### src/rtl/count_bcd_display_if.sv
// Sample handshake into the BCD display block: din is taken on any edge where din_valid && din_ready.
// No buffering on the consumer side, so the upstream must hold the sample or drop it while din_ready is low.
interface count_bcd_display_if;
    logic [7:0] din;
    logic       din_valid;
    logic       din_ready;

    modport master (output din, output din_valid, input din_ready);
    modport slave  (input din, input din_valid, output din_ready);
endinterface

### src/rtl/count_bcd_display.sv
// Binary-to-BCD (double-dabble) converter driving a 3-digit multiplexed 7-segment display; bcd lands 9 edges after capture.
// din_ready is high only in IDLE, so throughput is one sample per 10 cycles and anything offered while busy is ignored.
module count_bcd_display #(
    parameter int SCAN_DIV = 4,
    parameter bit BLANK_LZ = 1'b1
) (
    input  logic                clk,
    input  logic                res,
    count_bcd_display_if.slave  in_if,
    output logic [11:0]         bcd,
    output logic                bcd_valid,
    output logic [6:0]          seg,
    output logic [2:0]          an
);
    localparam int CNT_W = (SCAN_DIV > 1) ? $clog2(SCAN_DIV) : 1;

    typedef enum logic [1:0] {IDLE, SHIFT, DONE} state_t;

    state_t             state_q, state_d;
    logic [7:0]         shreg_q, shreg_d;
    logic [11:0]        scratch_q, scratch_d;
    logic [2:0]         iter_q, iter_d;
    logic [11:0]        bcd_q, bcd_d;
    logic               bcd_valid_q, bcd_valid_d;
    logic [CNT_W-1:0]   div_q, div_d;
    logic [1:0]         idx_q, idx_d;
    logic [6:0]         seg_q, seg_d;
    logic [2:0]         an_q, an_d;

    logic [11:0]        adj;
    logic [3:0]         digit;
    logic               blank;

    function automatic logic [11:0] add3(input logic [11:0] s);
        logic [11:0] r;
        r = s;
        for (int i = 0; i < 3; i++) begin
            if (s[4*i +: 4] >= 4'd5) r[4*i +: 4] = s[4*i +: 4] + 4'd3;
        end
        return r;
    endfunction

    function automatic logic [6:0] decode(input logic [3:0] d);
        case (d)
            4'd0:    decode = 7'h3F;
            4'd1:    decode = 7'h06;
            4'd2:    decode = 7'h5B;
            4'd3:    decode = 7'h4F;
            4'd4:    decode = 7'h66;
            4'd5:    decode = 7'h6D;
            4'd6:    decode = 7'h7D;
            4'd7:    decode = 7'h07;
            4'd8:    decode = 7'h7F;
            4'd9:    decode = 7'h6F;
            default: decode = 7'h00;
        endcase
    endfunction

    always_comb begin
        state_d     = state_q;
        shreg_d     = shreg_q;
        scratch_d   = scratch_q;
        iter_d      = iter_q;
        bcd_d       = bcd_q;
        bcd_valid_d = 1'b0;
        adj         = add3(scratch_q);

        case (state_q)
            IDLE: begin
                if (in_if.din_valid) begin
                    shreg_d   = in_if.din;
                    scratch_d = 12'h000;
                    iter_d    = 3'd0;
                    state_d   = SHIFT;
                end
            end
            SHIFT: begin
                scratch_d = {adj[10:0], shreg_q[7]};
                shreg_d   = {shreg_q[6:0], 1'b0};
                iter_d    = iter_q + 3'd1;
                if (iter_q == 3'd7) state_d = DONE;
            end
            DONE: begin
                bcd_d       = scratch_q;
                bcd_valid_d = 1'b1;
                state_d     = IDLE;
            end
            default: state_d = IDLE;
        endcase

        // Scan position and digit content both use next-state values so a wrap
        // coinciding with a bcd update shows the new value immediately.
        if (div_q == CNT_W'(SCAN_DIV - 1)) begin
            div_d = '0;
            idx_d = (idx_q == 2'd2) ? 2'd0 : idx_q + 2'd1;
        end else begin
            div_d = div_q + CNT_W'(1);
            idx_d = idx_q;
        end
        an_d = 3'b001 << idx_d;

        digit = 4'd0;
        blank = 1'b0;
        case (idx_d)
            2'd0: digit = bcd_d[3:0];
            2'd1: begin
                digit = bcd_d[7:4];
                blank = BLANK_LZ && (bcd_d[11:4] == 8'h00);
            end
            default: begin
                digit = bcd_d[11:8];
                blank = BLANK_LZ && (bcd_d[11:8] == 4'h0);
            end
        endcase
        seg_d = blank ? 7'h00 : decode(digit);
    end

    always_ff @(posedge clk or negedge res) begin
        if (!res) begin
            state_q     <= IDLE;
            shreg_q     <= 8'h00;
            scratch_q   <= 12'h000;
            iter_q      <= 3'd0;
            bcd_q       <= 12'h000;
            bcd_valid_q <= 1'b0;
            div_q       <= '0;
            idx_q       <= 2'd0;
            seg_q       <= 7'h3F;
            an_q        <= 3'b001;
        end else begin
            state_q     <= state_d;
            shreg_q     <= shreg_d;
            scratch_q   <= scratch_d;
            iter_q      <= iter_d;
            bcd_q       <= bcd_d;
            bcd_valid_q <= bcd_valid_d;
            div_q       <= div_d;
            idx_q       <= idx_d;
            seg_q       <= seg_d;
            an_q        <= an_d;
        end
    end

    assign in_if.din_ready = (state_q == IDLE);
    assign bcd             = bcd_q;
    assign bcd_valid       = bcd_valid_q;
    assign seg             = seg_q;
    assign an              = an_q;
endmodule

### src/flat_wrapper.sv
// flat-port wrapper written by rule: the top's interface ports become plain ports
module count_bcd_display_flat 
#(
    parameter int SCAN_DIV = 4,
    parameter bit BLANK_LZ = 1'b1
)
  (clk, res, bcd, bcd_valid, seg, an, in_if_din, in_if_din_valid, in_if_din_ready);
  count_bcd_display_if in_if_i ();
  input  logic clk;
  input  logic res;
  output logic [11:0] bcd;
  output logic bcd_valid;
  output logic [6:0] seg;
  output logic [2:0] an;
  input wire logic [$bits(in_if_i.din)-1:0] in_if_din;
  input wire logic [$bits(in_if_i.din_valid)-1:0] in_if_din_valid;
  output wire logic [$bits(in_if_i.din_ready)-1:0] in_if_din_ready;
  assign in_if_i.din = in_if_din;
  assign in_if_i.din_valid = in_if_din_valid;
  assign in_if_din_ready = in_if_i.din_ready;
  count_bcd_display #(.SCAN_DIV(SCAN_DIV), .BLANK_LZ(BLANK_LZ)) u_core (.clk(clk), .res(res), .in_if(in_if_i), .bcd(bcd), .bcd_valid(bcd_valid), .seg(seg), .an(an));
endmodule
### config.mk
export PLATFORM = sky130hd
export DESIGN_NAME = count_bcd_display_flat
export DESIGN_NICKNAME = d
export VERILOG_FILES = /design/src/rtl/count_bcd_display_if.sv /design/src/rtl/count_bcd_display.sv /design/src/flat_wrapper.sv
export SDC_FILE = /design/constraint.sdc
export NUM_CORES = 1
export LEC_CHECK = 0
export CAP_MARGIN = 15
export CORE_MARGIN = 10
export CORE_UTILIZATION = 50
export DETAILED_ROUTE_END_ITERATION = 10
export GPL_ROUTABILITY_DRIVEN = 1
export HOLD_SLACK_MARGIN = 0.03
export MAX_ROUTING_LAYER = met4
export PLACE_DENSITY = 0.73
export SYNTH_ARGS = -nofsm -noshare
export SYNTH_HDL_FRONTEND = slang
export SYNTH_SLANG_ARGS = --single-unit
### constraint.sdc
create_clock -name clk -period 4.4 [get_ports clk]
set_input_delay 0.88 -clock clk [delete_from_list [all_inputs] [get_ports clk]]
set_output_delay 0.88 -clock clk [all_outputs]
set_load 0.02 [all_outputs]
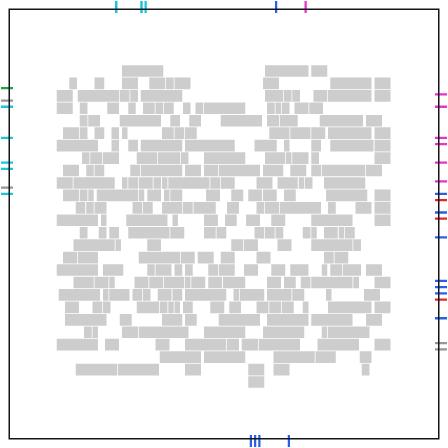
Fig. 1. Pin placement (run 1).
Pins as bars across the die edge, other pins in gray.
Key: `clk` = green [pins 1, direction input, edge left]; `in_if_din` = cyan [pins 8, direction input, edge 5 left, 3 top]; `bcd` = blue [pins 12, direction output, edge 7 right, 4 bottom, 1 top]; `seg` = magenta [pins 7, direction output, edge 6 right, 1 top]; `an` = red [pins 3, direction output, edge right]
All pins by edge: 18 right, 8 left, 5 top, 4 bottom.

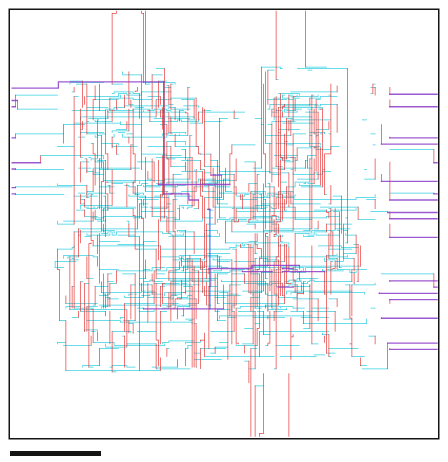
Fig. 2. Metal layers overlaid (run 1).
Bar = 20 µm.
Key: metal 1 = cyan [wire length 2590 µm]; metal 4 = blue [wire length 46.2 µm]; metal 2 = red [wire length 2730 µm]; metal 3 = purple [wire length 298 µm]

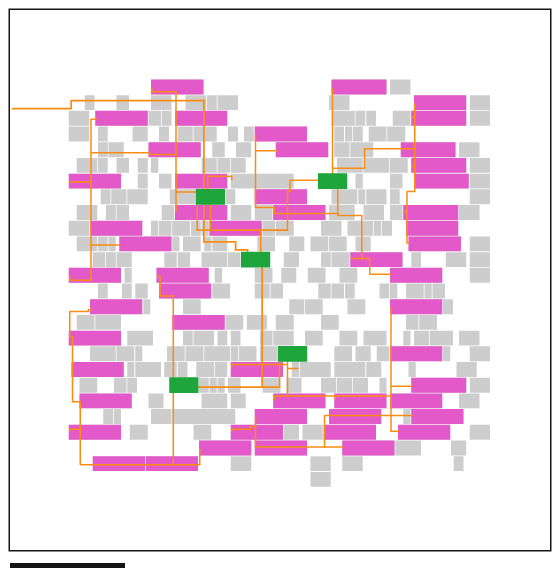
Fig. 3. Clock network drawn from the DEF (run 1).
Bar = 20 µm.
Key: clock drivers = green [count 5]; clock wires = orange [length 598 µm]; flip-flops = magenta [count 52]
There are 6 routed clock nets.

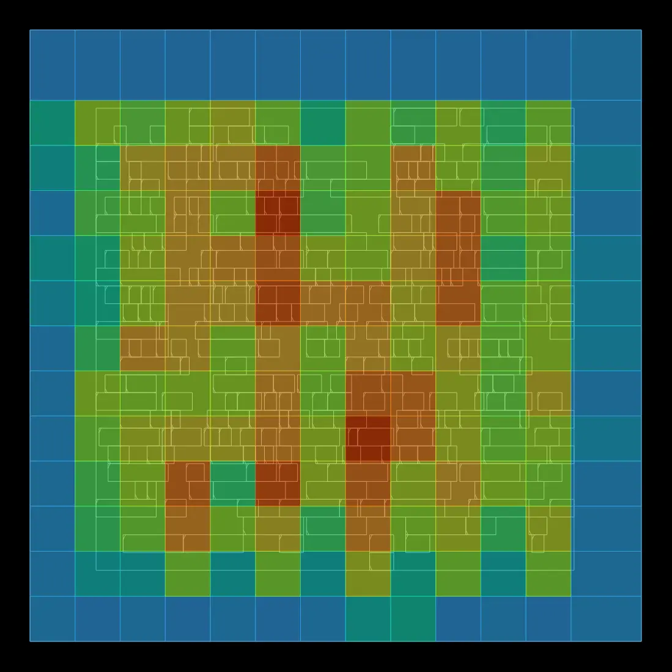
Fig. 4. Routing congestion (run 1).
Final Core Density: 0.621
Tot GR Track Use: 0.131
GRT met3 Usage: 0.0288

run 1: cell usage after synthesis, drive strengths merged:
cell / number
clkbuf: 8
or3b: 2
xor2: 2
o21bai: 1
a21oi: 16
nand2b: 6
o31ai: 3
nand3b: 1
mux2i: 2
nor2b: 10
and3b: 12
xnor2: 4
o41ai: 1
and2: 1
nand2: 10
o21ai: 20
nor3: 2
or2: 2
inv: 10
dfrtp: 45
nand3: 1
a22o: 5
a221oi: 12
dfstp: 7
mux2: 3
o32ai: 4
or3: 3
ha: 14
a22oi: 7
o22ai: 5
nor2: 6
nor4: 3
buf: 6
a21o: 13
a32o: 3
==> flow_summary_export.csv, run 1 <==
group,metric,value,unit
min_path,hold_path_class,"reg -> reg",
pwr,power_density,631,mW/mm²
min_path,holdPathStages,1,
clocking,clock_latency,0.30,ns
detailed_routing,dr.pass1.iters,4,
synthesis,top_area_frac,0.416,
detailed_routing,drt-initial-drc-count,65,
cells_and_area,antenna_cells,0,
worst_setup_path,critPathLaunchType,"register",
global_routing,grt_pass1_wl,9300,µm
worst_setup_path,arrival,3.45,ns
detailed_routing,wl_met3,297,µm
worst_setup_path,cp.depth,7,
sta,finalSetupTns,0,ns
worst_setup_path,rr_startpoint,"u_core.state_q[0]",
cells_and_area,top_area_cell_class,"registers",
sta,slew_violations,0,
clocking,cts_tree,"done",
detailed_routing,vias_per_cell,5.83,
worst_setup_path,r2r-end,"u_core.seg[3]",
cells_and_area,n_all_buffers,37,
min_path,min_from,"u_core.div_q[0]",
worst_setup_path,path_buffers,1,
pwr,clockPowerShare,0.186,
cells_and_area,layout.nets,305,
run_status,status,"complete, no violations",
synthesis,synth-warning-count,0,
synthesis,logic_family,"AND-OR/OR-AND gates",
cells_and_area,clkCellAreaFrac,0.0413,
sta,period_used_share,0.737,
pwr,swShare,0.365,
sta,hold_violations,0,
worst_setup_path,setup.worst_path.end,"u_core.seg[3]",
floorplan,ios,35,
cells_and_area,layout_top_cell,"dfrtp_1",
synthesis,synth_top_cell_by_area,"dfrtp_1",
placed_design,dp_hpwl,4040,µm
worst_setup_path,crit_slowest_cell,"nand2b_1",
cells_and_area,fillCellCount,410,
floorplan,taps,70,
detailed_routing,wl_per_cell,16.1,µm
flow_run,warnings,33,
cells_and_area,fin_cells,351,
global_routing,met2_usage,0.216,
worst_setup_path,critPathMaxStageDelay,0.82,ns
synthesis,aoi_share,0.232,
placed_design,pre_cts_ws,1.23,ns
clocking,numCtsBuffers,5,
worst_setup_path,cp_top_family,"simple AND/OR/NAND/NOR gates",
floorplan,rows,26,
detailed_routing,met2_length,2730,µm
pwr,largestPowerGroup,"combinational logic",
sta,grt_setup_unrepaired,"false",
flow_run,drv_cap,0,
detailed_routing,ant_nets,0,
clocking,h-tree-depth,2,
clocking,postCtsSetupRepairBufs,0,
synthesis,ys_cells,250,
worst_setup_path,crit_fanout,28,
placed_design,io_buffers,34,
synthesis,postSynthSeqShare,0.484,
synthesis,netlist_area,0.00271,mm²
clocking,cts_resized,0,
cells_and_area,final_cell_mix,"dfrtp_1, clkdlybuf4s50_1, o21ai_0, a21oi_1, ha_1",
cells_and_area,finalInstanceArea,0.00321,mm²
synthesis,synth_area_per_cell,10.8,µm²
placed_design,dpl.cell_count,342,
worst_setup_path,crit_start,"u_core.state_q[0]",
detailed_routing,drt-met1-wl,2590,µm
global_routing,antenna_found_initial,0,
worst_setup_path,ff2ff_path_depth,7,
clocking,cts_root_buf,"clkbuf_8",
synthesis,adder_share,0.0647,
cells_and_area,final-comb-area,0.00128,mm²
cells_and_area,clock_buffers,6,
worst_setup_path,cp-end-kind,"register",
floorplan,fp_util,0.523,
floorplan,die-area,0.00876,mm²
floorplan,die_h,93.6,µm
worst_setup_path,path_cells,"nand2b_1 > a221oi_1 > nor3_1 > inv_1 > ha_1 > mux2_2 > o32ai_1",
synthesis,ys_sh_mux,0.0199,
detailed_routing,top_layer,"met4",
sta,setup_violations,0,
cells_and_area,comb_cells,174,
global_routing,use_met1,0.160,
clocking,hold_buffers,0,
detailed_routing,num_vias,2046,
min_path,hold_path_end,"u_core.div_q[0]",
worst_setup_path,worstPathRequired,4.61,ns
pwr,power_frac_comb,0.417,
pwr,net-switching-power,739,µW
floorplan,die_w,93.6,µm
sta,slew_headroom,0.367,
sta,worst_slack,1.16,ns
pwr,power,2030,µW
synthesis,yosysChipArea,0.00271,mm²
sta,worstMarginPinSlew,0.950,ns
clocking,clk_pin_slew,0.09,ns
cells_and_area,sh_seq_area,0.408,
synthesis,ys_sh_simple,0.139,
worst_setup_path,crit_type,"reg -> reg",
cells_and_area,seqCellArea,0.00131,mm²
clocking,cts.path.max_buffers,2,
detailed_routing,drt-total-wl,5670,µm
pwr,comb_cell_power,846,µW
cells_and_area,area_growth,18.6,%
==> run 1 -> run 2 <==
Clock period 4.4 ns to 3.3 ns, I/O delays scaled along.
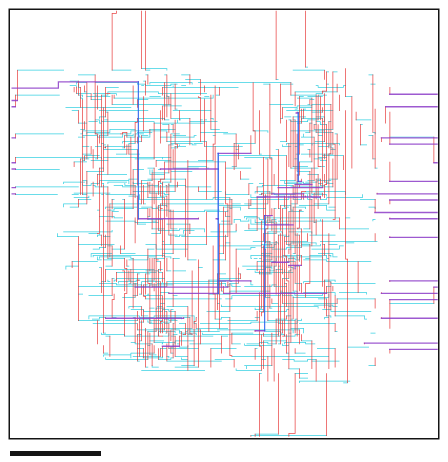
Fig. 5. Metal layers overlaid (run 2).
Bar = 20 µm.
Key: metal 1 = cyan [wire length 2670 µm]; metal 4 = blue [wire length 101 µm]; metal 3 = purple [wire length 385 µm]; metal 2 = red [wire length 2660 µm]

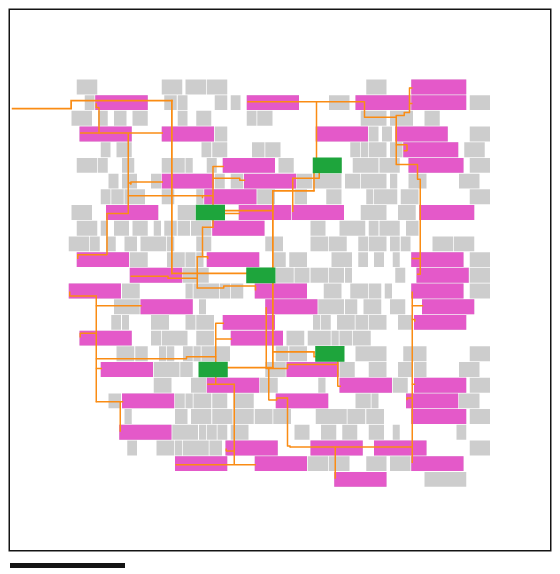
Fig. 6. Clock network drawn from the DEF (run 2).
Bar = 20 µm.
Layout Skew: 0.0111 ns
Clk network pwr share: 0.150
insertion delay to the later sink of the worst-skew pair: 0.30 ns
Clock net power: 391 µW

==> run 2 against run 1 <==
Against the previous run: die size unchanged; synthesized cell count unchanged; cell area increased by 0.31%; non-clock buffer count increased by 4; setup slack got worse by 0.36 ns; cell count increased by 1.1%; via count increased by 1.5%; sequential cell count unchanged; critical path type unchanged.
==> flow_summary_export.csv, run 2 <==
group,metric,value,unit
worst_setup_path,worstPathRequired,3.50,ns
worst_setup_path,cp-end-kind,"register",
floorplan,die_h,93.6,µm
global_routing,use_met1,0.179,
synthesis,logic_family,"AND-OR/OR-AND gates",
worst_setup_path,cp_top_family,"simple AND/OR/NAND/NOR gates",
worst_setup_path,arrival,2.71,ns
run_status,status,"complete, no violations",
cells_and_area,antenna_cells,0,
detailed_routing,ant_nets,0,
synthesis,synthArstFlopShare,1.00,
cells_and_area,layout.nets,309,
placed_design,io_buffers,34,
clocking,clk_pin_slew,0.10,ns
synthesis,ys_sh_mux,0.0199,
global_routing,antenna_found_initial,0,
synthesis,netlist_area,0.00271,mm²
worst_setup_path,crit_type,"reg -> reg",
worst_setup_path,path_buffers,1,
detailed_routing,drt-initial-drc-count,102,
sta,hold_violations,0,
floorplan,fp_util,0.523,
floorplan,rows,26,
worst_setup_path,crit_fanout,19,
cells_and_area,layout_top_cell,"dfrtp_1",
pwr,swShare,0.380,
placed_design,dpl.cell_count,346,
pwr,net-switching-power,992,µW
placed_design,dp_hpwl,4170,µm
pwr,largestPowerGroup,"combinational logic",
clocking,cts_root_buf,"clkbuf_8",
synthesis,synth_top_cell_by_area,"dfrtp_1",
pwr,power_frac_comb,0.447,
floorplan,die-area,0.00876,mm²
global_routing,met2_usage,0.216,
detailed_routing,top_layer,"met4",
cells_and_area,area_growth,19.0,%
synthesis,flop_cell,"dfrtp_1",
synthesis,top_cell,"dfrtp_1",
clocking,hold_buffers,0,
synthesis,adder_share,0.0647,
worst_setup_path,critPathMaxStageDelay,0.53,ns
detailed_routing,drt-total-wl,5810,µm
clocking,cts_tree,"done",
synthesis,aoi_share,0.232,
placed_design,pre_cts_ws,0.846,ns
sta,slew_headroom,0.566,
worst_setup_path,path_cells,"nand2b_1 > a221oi_1 > nor3_1 > inv_1 > ha_1 > mux2_2 > o32ai_1",
detailed_routing,num_vias,2076,
sta,slew_violations,0,
flow_run,drv_cap,0,
sta,finalSetupTns,0,ns
floorplan,ios,35,
synthesis,synth_area_per_cell,10.8,µm²
synthesis,postSynthSeqShare,0.484,
sta,setup_violations,0,
flow_run,warnings,33,
clocking,numCtsBuffers,5,
worst_setup_path,crit_start,"u_core.state_q[0]",
sta,worst_slack,0.798,ns
synthesis,synth-warning-count,0,
cells_and_area,final_util,0.623,
sta,worstMarginPinSlew,0.651,ns
floorplan,die_w,93.6,µm
clocking,postCtsSetupRepairBufs,0,
pwr,comb_cell_power,1170,µW
global_routing,grt_pass1_wl,9900,µm
synthesis,yosys-top-cells-count,"dfrtp_1, o21ai_0, a21oi_1",
pwr,power,2610,µW
cells_and_area,finalInstanceArea,0.00322,mm²
global_routing,grt_usage,0.141,
clocking,cts_resized,0,
clocking,h-tree-depth,2,
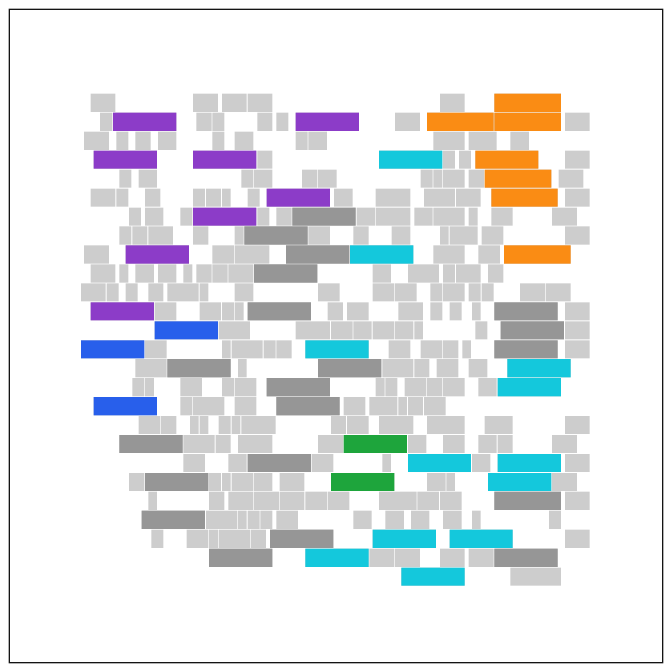
Fig. 7. Sequential cells colored by netlist name (run 2).
Other sequential cells in the stronger gray, the rest of the logic in the fainter gray.
Key: `u_core.seg` = orange [sequential cells 7, where top right]; `u_core.iter_q` = blue [sequential cells 3]; `u_core.bcd` = cyan [sequential cells 12]; `u_core.shreg_q` = purple [sequential cells 8]; `u_core.div_q` = green [sequential cells 2]

==> run 2: final cells by class <==
class,count,area (µm²)
Fill cell,413,1950
Sequential cell,52,1310
Multi-Input combinational cell,174,1280
Timing Repair Buffer,41,400
Clock buffer,8,100
Tap cell,70,87.6
Inverter,10,37.5
==> run 2: worst paths after layout <==
kind | end | slack (ns) | depth (start not counted)
setup / recovery | u_core.seg[0] | 0.80 | 7
hold / removal | u_core.bcd_valid | 0.24 | 1
setup reg to reg | u_core.seg[0] | 0.80 | 7
hold reg to reg | u_core.div_q[0] | 0.45 | 1
max in group asynchronous | u_core.shreg_q[2] | 2.58 | 2
min in group clk | u_core.div_q[0] | 0.45 | 1
==> run 2 -> run 3 <==
Settings changed: PLACE_DENSITY 0.73 to 0.76.
Clock period 3.3 ns to 2.2 ns, I/O delays scaled along.
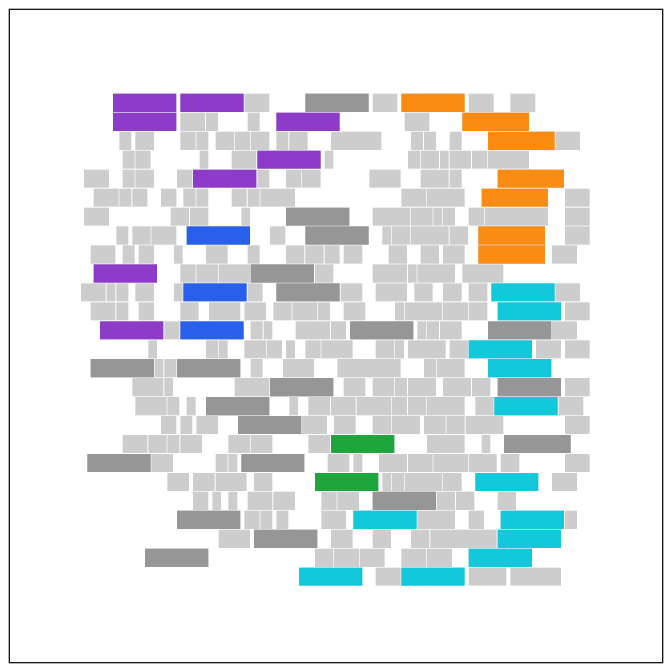
Fig. 8. Sequential cells colored by netlist name (run 3).
Other sequential cells in the stronger gray, the rest of the logic in the fainter gray.
Key: `u_core.bcd` = cyan [sequential cells 12]; `u_core.div_q` = green [sequential cells 2]; `u_core.shreg_q` = purple [sequential cells 8, where top left]; `u_core.iter_q` = blue [sequential cells 3]; `u_core.seg` = orange [sequential cells 7, where top right]
Another 20 sequential cells are not colored.

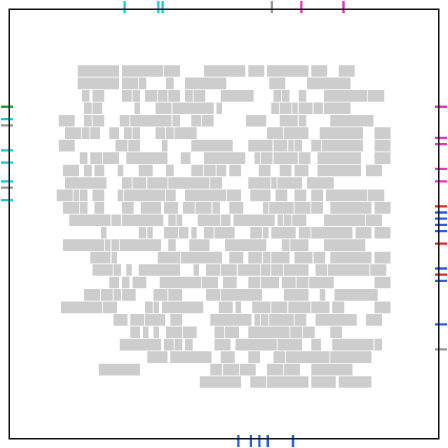
Fig. 9. Pin placement (run 3).
Pins as bars across the die edge, other pins in gray.
die height: 93.6 µm
Die X: 93.6 µm

==> run 3 against run 2 <==
Against the previous run: the flow now finishes with violations (negative setup slack); count of clock-buffer cells in the layout decreased by 1; clock skew down 0.0033 ns; power grew 53%; highest routed layer unchanged; die size unchanged; sequential share of layout area shrank 2.8 points.
==> flow_summary_export.csv, run 3 <==
group,metric,value,unit
run_status,status,"complete, but fails checks",
run_status,violations,"negative setup slack",
clocking,cts_root_buf,"clkbuf_8",
floorplan,rows,26,
sta,worstMarginPinSlew,0.575,ns
detailed_routing,num_vias,2128,
synthesis,ys_sh_simple,0.139,
synthesis,synthArstFlopShare,1.00,
synthesis,synth-warning-count,0,
pwr,power_frac_comb,0.471,
cells_and_area,antenna_cells,0,
worst_setup_path,path_cells,"ha_4 > buf_4 > nand3b_1 > a221oi_2 > or3_4 > buf_4 > ha_1 > mux2i_1 > o22ai_1",
worst_setup_path,critPathLaunchType,"register",
synthesis,synth_area_per_cell,10.8,µm²
worst_setup_path,path_buffers,2,
synthesis,flop_cell,"dfrtp_1",
worst_setup_path,cp.depth,9,
floorplan,ios,35,
floorplan,fp_util,0.523,
sta,grt_setup_unrepaired,"true",
synthesis,postSynthSeqShare,0.484,
sta,slew_violations,0,
cells_and_area,clkCellAreaFrac,0.0235,
sta,worst_slack,-0.0230,ns
detailed_routing,drt-total-wl,6150,µm
cells_and_area,n_all_buffers,54,
cells_and_area,fillCellCount,396,
min_path,hold_path_class,"in -> async",
synthesis,netlist_area,0.00271,mm²
pwr,p_clk,522,µW
cells_and_area,final_cell_mix,"dfrtp_1, clkdlybuf4s50_1, o21ai_0, buf_4, a21oi_1",
sta,slew_headroom,0.617,
clocking,numCtsBuffers,5,
cells_and_area,final-comb-area,0.00143,mm²
pwr,largestPowerGroup,"combinational logic",
pwr,power_density,1150,mW/mm²
detailed_routing,ant_nets,0,
cells_and_area,clock_buffers,7,
cells_and_area,finalInstanceArea,0.00345,mm²
detailed_routing,vias_per_cell,5.78,
cells_and_area,layout.nets,322,
synthesis,top_area_frac,0.416,
sta,period_used_share,1.01,
sta,setup_violations,1,
clocking,clk_pin_slew,0.09,ns
clocking,cts_resized,8,
synthesis,yosys-top-cells-count,"dfrtp_1, o21ai_0, a21oi_1",
worst_setup_path,cp-end-kind,"register",
cells_and_area,top_area_cell_class,"logic gates",
clocking,clock_latency,0.30,ns
clocking,cts.path.max_buffers,2,
worst_setup_path,crit_type,"reg -> reg",
worst_setup_path,arrival,2.44,ns
detailed_routing,wl_per_cell,16.7,µm
worst_setup_path,rrSetupSlack,-0.02,ns
detailed_routing,dr.pass1.iters,4,
sta,finClkSkew,0.00785,ns
cells_and_area,final_util,0.668,
pwr,net-switching-power,1520,µW
synthesis,ys_cells,250,
synthesis,logic_family,"AND-OR/OR-AND gates",
cells_and_area,area_growth,27.6,%
global_routing,antenna_found_initial,0,
placed_design,io_buffers,34,
synthesis,top_cell,"dfrtp_1",
synthesis,adder_share,0.0647,
cells_and_area,comb_cells,174,
cells_and_area,nonClockInverterCount,10,
worst_setup_path,rr_startpoint,"u_core.div_q[0]",
cells_and_area,flops,52,
global_routing,grt_usage,0.137,
synthesis,aoi_share,0.232,
synthesis,edf_count,0,
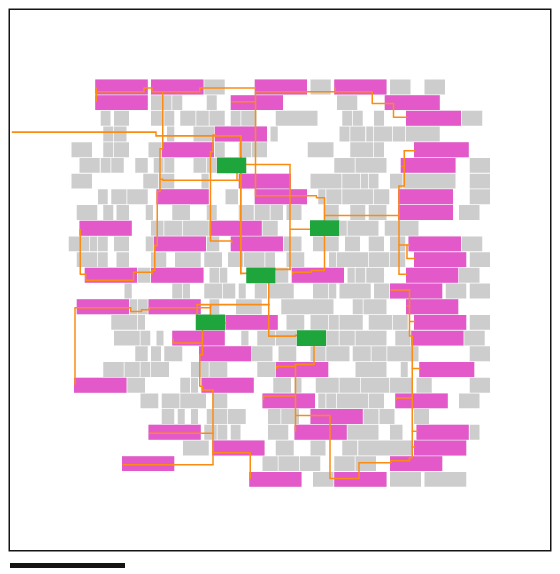
Fig. 10. Clock network drawn from the DEF (run 3).
Bar = 20 µm.
Key: clock wires = orange [length 616 µm]; clock drivers = green [count 5]; flip-flops = magenta [count 52]
There are 6 routed clock nets.

run 3: cell types whose count changed in the layout (fill, tap and decap cells not counted), moves of 2 or more:
cell | previous run | this run
a221oi_1 | 10 | 2
a221oi_2 | 2 | 9
buf_4 | 6 | 18
clkbuf_8 | 7 | 5
ha_1 | 14 | 10
ha_2 | 0 | 2
ha_4 | 0 | 2
o32ai_1 | 4 | 2
o32ai_2 | 0 | 2
or3_1 | 3 | 0
or3_4 | 0 | 3
run 3: per-stage QoR:
stage                     hold WS (ns)  cells
final                            0.132    368
after global routing             0.159    368
after floorplan                  0.144    250
after CTS                        0.145    368
after detailed placement         0.428    359
after global placement           0.412    359
run 3: metal layers:
layer,wire (µm),track usage,vias up
met4,55,0.0443,0
met1,2750,0.165,1057
met2,3070,0.222,46
li1,-,-,1019
met3,284,0.0328,6
met5,0,-,-
No activity file was given, so power comes from the tool's default toggle rates.
